### src/rtl/collision_arbiter.sv
// rtl/collision_arbiter.sv - per-frame pair collision detector with first-hit event FIFO
// Optional COLLISION_COORD_EN adds pixel coordinate capture per event.
module collision_arbiter #(
  parameter int NUM_OBJ = 4,
  parameter logic [NUM_OBJ*(NUM_OBJ-1)/2-1:0] PAIR_MASK = '1,
  parameter int DEPTH = 8,
  parameter int HIT_CNT_W = 8,
  localparam int P = NUM_OBJ*(NUM_OBJ-1)/2,
  localparam int PW = (P > 1) ? $clog2(P) : 1
) (
  input  logic                 clk,
  input  logic                 reset,
  input  logic                 startOfFrame,
  input  logic [NUM_OBJ-1:0]   draw_req,
`ifdef COLLISION_COORD_EN
  input  logic [10:0]          pixelX,
  input  logic [10:0]          pixelY,
  output logic [10:0]          ev_x,
  output logic [10:0]          ev_y,
`endif
  output logic [P-1:0]         hit_pulse,
  output logic [P-1:0]         frame_hits,
  output logic [HIT_CNT_W-1:0] hit_count,
  output logic                 ev_valid,
  output logic [PW-1:0]        ev_pair,
  input  logic                 ev_ready,
  output logic                 ev_overflow
);
  localparam int AW = $clog2(DEPTH);

  typedef struct packed {
    logic [PW-1:0] pair;
`ifdef COLLISION_COORD_EN
    logic [10:0]   x;
    logic [10:0]   y;
`endif
  } ev_t;

  logic [P-1:0]          hit_now, first, push_oh;
  logic [P-1:0]          seen_q, seen_d, pending_q, pending_d;
  logic [P-1:0]          hit_pulse_q, frame_hits_q, frame_hits_d;
  logic [HIT_CNT_W-1:0]  cnt_q, cnt_d, hit_count_q, hit_count_d, base;
  logic [HIT_CNT_W+5:0]  sum;
  logic [5:0]            pop_n;
  logic                  overflow_q, overflow_d;
  logic [AW:0]           wr_q, wr_d, rd_q, rd_d;
  ev_t                   mem_q [DEPTH];
  ev_t                   mem_d [DEPTH];
  ev_t                   last_q, last_d, head, push_ev;
  logic                  empty, full, pop, push;
  logic [PW-1:0]         sel;
`ifdef COLLISION_COORD_EN
  logic [10:0]           x_q [P];
  logic [10:0]           x_d [P];
  logic [10:0]           y_q [P];
  logic [10:0]           y_d [P];
`endif

  // Pair index is lexicographic over i<j.
  always_comb begin
    hit_now = '0;
    for (int i = 0; i < NUM_OBJ; i++)
      for (int j = i + 1; j < NUM_OBJ; j++)
        hit_now[i*NUM_OBJ - (i*(i+1))/2 + j - i - 1] =
          draw_req[i] & draw_req[j] & PAIR_MASK[i*NUM_OBJ - (i*(i+1))/2 + j - i - 1];
  end

  always_comb begin
    first  = hit_now & (~seen_q | {P{startOfFrame}});
    seen_d = startOfFrame ? hit_now : (seen_q | hit_now);
    pop_n  = '0;
    for (int p = 0; p < P; p++) pop_n = pop_n + 6'(first[p]);
    base   = startOfFrame ? '0 : cnt_q;
    sum    = {6'd0, base} + {{HIT_CNT_W{1'b0}}, pop_n};
    cnt_d  = (sum > {6'd0, {HIT_CNT_W{1'b1}}}) ? {HIT_CNT_W{1'b1}} : sum[HIT_CNT_W-1:0];
    frame_hits_d = startOfFrame ? seen_q : frame_hits_q;
    hit_count_d  = startOfFrame ? cnt_q : hit_count_q;
  end

  // A pop frees a slot in the same cycle, so a full FIFO can still accept.
  always_comb begin
    empty = (wr_q == rd_q);
    full  = (wr_q[AW-1:0] == rd_q[AW-1:0]) && (wr_q[AW] != rd_q[AW]);
    head  = mem_q[rd_q[AW-1:0]];
    pop   = ~empty & ev_ready;
    push  = (|pending_q) & (~full | pop);
    sel   = '0;
    for (int p = P - 1; p >= 0; p--)
      if (pending_q[p]) sel = PW'(p);
    push_oh = push ? (P'(1) << sel) : '0;
    push_ev = '0;
    push_ev.pair = sel;
`ifdef COLLISION_COORD_EN
    push_ev.x = first[sel] ? pixelX : x_q[sel];
    push_ev.y = first[sel] ? pixelY : y_q[sel];
`endif
    // A repeat first-hit on a still-pending pair is absorbed into that entry.
    pending_d  = (pending_q | first) & ~push_oh;
    overflow_d = overflow_q | (|(first & pending_q));
    mem_d = mem_q;
    if (push) mem_d[wr_q[AW-1:0]] = push_ev;
    wr_d   = wr_q + (AW+1)'(push);
    rd_d   = rd_q + (AW+1)'(pop);
    last_d = empty ? last_q : head;
  end

`ifdef COLLISION_COORD_EN
  always_comb begin
    for (int p = 0; p < P; p++) begin
      x_d[p] = first[p] ? pixelX : x_q[p];
      y_d[p] = first[p] ? pixelY : y_q[p];
    end
  end
`endif

  always_ff @(posedge clk or posedge reset) begin
    if (reset) begin
      seen_q       <= '0;
      pending_q    <= '0;
      hit_pulse_q  <= '0;
      frame_hits_q <= '0;
      cnt_q        <= '0;
      hit_count_q  <= '0;
      overflow_q   <= 1'b0;
      wr_q         <= '0;
      rd_q         <= '0;
      last_q       <= '0;
      for (int i = 0; i < DEPTH; i++) mem_q[i] <= '0;
`ifdef COLLISION_COORD_EN
      for (int p = 0; p < P; p++) begin
        x_q[p] <= '0;
        y_q[p] <= '0;
      end
`endif
    end else begin
      seen_q       <= seen_d;
      pending_q    <= pending_d;
      hit_pulse_q  <= first;
      frame_hits_q <= frame_hits_d;
      cnt_q        <= cnt_d;
      hit_count_q  <= hit_count_d;
      overflow_q   <= overflow_d;
      wr_q         <= wr_d;
      rd_q         <= rd_d;
      last_q       <= last_d;
      mem_q        <= mem_d;
`ifdef COLLISION_COORD_EN
      x_q          <= x_d;
      y_q          <= y_d;
`endif
    end
  end

  assign hit_pulse   = hit_pulse_q;
  assign frame_hits  = frame_hits_q;
  assign hit_count   = hit_count_q;
  assign ev_valid    = ~empty;
  assign ev_pair     = empty ? last_q.pair : head.pair;
  assign ev_overflow = overflow_q;
`ifdef COLLISION_COORD_EN
  assign ev_x = empty ? last_q.x : head.x;
  assign ev_y = empty ? last_q.y : head.y;
`endif

endmodule

### config.mk
export PLATFORM = sky130hd
export DESIGN_NAME = collision_arbiter
export DESIGN_NICKNAME = d
export VERILOG_FILES = /design/src/rtl/collision_arbiter.sv
export SDC_FILE = /design/constraint.sdc
export NUM_CORES = 1
export LEC_CHECK = 0
export ABC_AREA = 1
export CORE_MARGIN = 2
export CORE_UTILIZATION = 57
export DETAILED_ROUTE_END_ITERATION = 8
export PLACE_DENSITY = 0.83
export SLEW_MARGIN = 10
export SYNTH_ARGS = -nofsm -noshare
export SYNTH_HDL_FRONTEND = slang
export SYNTH_SLANG_ARGS = --single-unit
export TNS_END_PERCENT = 50
### constraint.sdc
create_clock -name clk -period 4.1 [get_ports clk]
set_input_delay 1.23 -clock clk [delete_from_list [all_inputs] [get_ports clk]]
set_output_delay 1.23 -clock clk [all_outputs]
set_load 0.005 [all_outputs]
Figure 1. M3 wires.
Scale bar: 20 um.
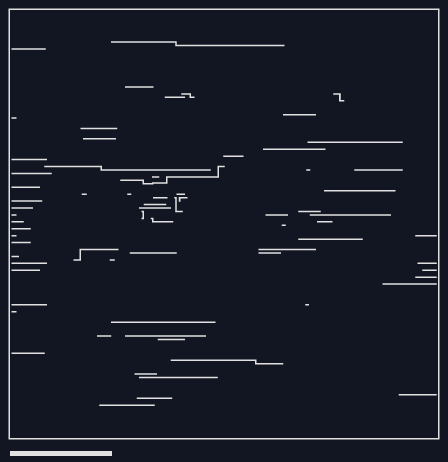
main direction = horizontal
nets with wire on the layer = 55
GRT met3 Usage: 6.69%
WL final: 8.56 mm
vias post-DR: 3,165

Figure 2. I/O nets highlighted.
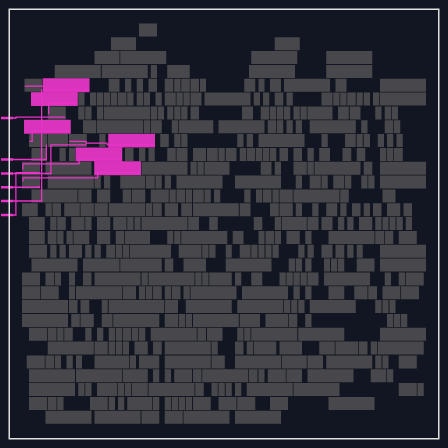
magenta -> hit_pulse  # direction output, end cells 6, wire 181 um
io pins: 33
Port Buffers: 32

Figure 3. The metal 2 layer.
Cells faint in the background.
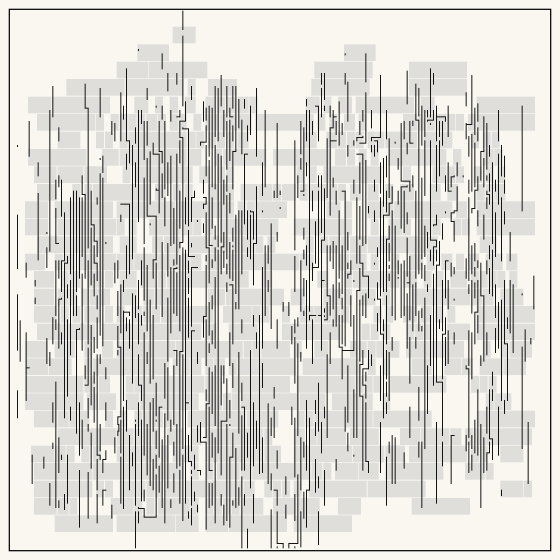
share of all routed wire = 50%
wire length on this layer = 4,290 um
M2 GR Usage: 40.0%

Figure 4. Cell placement.
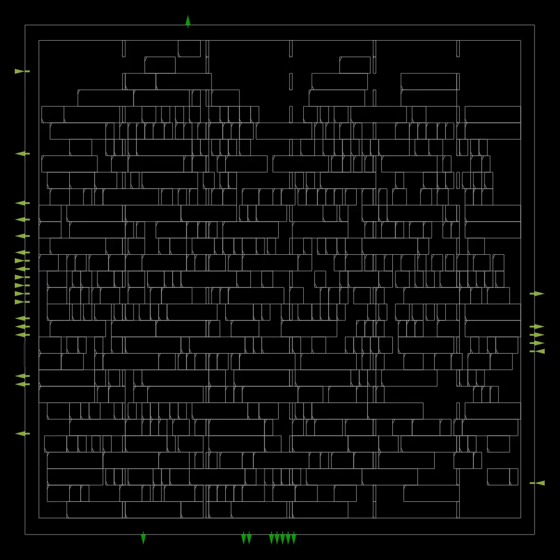
Seq area share: 43.2%
Finished Core Util: 70.1%
sequential cells: 76

==> results.toml <==
# synthesis and place-and-route metrics
[yosys]
yosysTopAreaCell = "dfrtp_1"
area_leaders = "dfrtp_1, nand2_1, nand4_1, inv_1, o21ai_0"
top_area_share_pct = 51.9
ys_cells = 434
yosysSeqAreaShare_pct = 51.9
synth_flops = 76
syn_area_sq_mm = 0.00366
floorplan.nets = 453
yosysWarnings = 0

[global_routing]
grt_use_total_pct = 25.0
grt_overflow = 0
antenna_found_initial = 0
grt_max_degree = 40

[flow_run]
maxCapViolCount = 0
warnings = 26

[setup_path]
rrSetupSlack_ps = 840
slowest_delay_ps = 480
start_kind = "input pin"
path_depth = 12
path_delay_family = "adder cells"
r2r_cells = 11
cp-endpoint = "cnt_q[6]"
r2r-end = "cnt_q[6]"
cp_max_fo = 2
cp_slowest_cell = "fa_1"

[place]
place_hpwl_mm = 5.58
place_area_sq_mm = 0.00411
place_ws_ps = -714

[timing]
setup_ws_ps = 62.1
finClkSkew_ps = 8.60
finalSetupViolations = 0
slew_headroom_pct = 43.2
fmax_mhz = 248
period_needed_ps = 4040
fin_crit_sh_pct = 98.5
hold_viol_final = 0
holdWs_ps = 471

[routing]
drt_iter0_drc = 193
routedWlPerCell_um = 15.2
ant_nets = 0

[min_path]
min_to = "mem_q[17]"
holdCritStartpoint = "mem_q[17]"
holdPathStages = 2

[final_layout]
syn_to_final_growth_pct = 20.2
comb_area_share_pct = 35.2
clk_share_pct = 4.60
ff_latch_area_sq_mm = 0.00190
n_fill_cell = 495
final-comb-area_sq_mm = 0.00155
nClkBuffers = 12
top_register = "mem_q"
n_all_buffers = 53

[die]
die_h_um = 84.2
fp_util_pct = 58.3
core_sq_mm = 0.00628

[pwr]
power_density_mw_per_mm2 = 650
finalPower_mw = 2.86
clkPwrFrac_pct = 20.4
p_sw_share_pct = 39.2
seq-power_mw = 1.18
power_switching_mw = 1.12
seqPwrFrac_pct = 41.2

[status]
status = "finished, final reports clean"

[clocking]
cts_root_buffer = "clkbuf_8"
clk_latency_ps = 360
holdBufCountCts = 0
layer usage:
metal | GRT usage [%] | vias to the layer above | wire (um)
met1 | 32.3 | 1536 | 3530
li1 | - | 1495 | -
met5 | 0 | - | 0
met2 | 40.0 | 110 | 4290
met4 | 10.4 | 0 | 237
met3 | 6.69 | 24 | 494
kinds of logic after synthesis:
kind of cell               after synthesis  synth area share (%)
AOI/OAI and AO/OA                       49                  7.24
xor gates and xnor gates                 7                  1.67
DFF                                     76                  51.9
buffers and inverters                   63                  7.14
adders and majority gates               11                  4.58
and+or+nand+nor                        228                  27.4
Yosys cell counts, types with 6 or more instances:
master    number
inv_1         42
nand3_1       25
xor2_1         6
ha_1           7
buf_2          8
nand4_1       26
o21ai_0       31
nor2_1        37
o211ai_1       6
dfrtp_1       76
clkbuf_1       6
a21oi_1        7
nand2_1      130
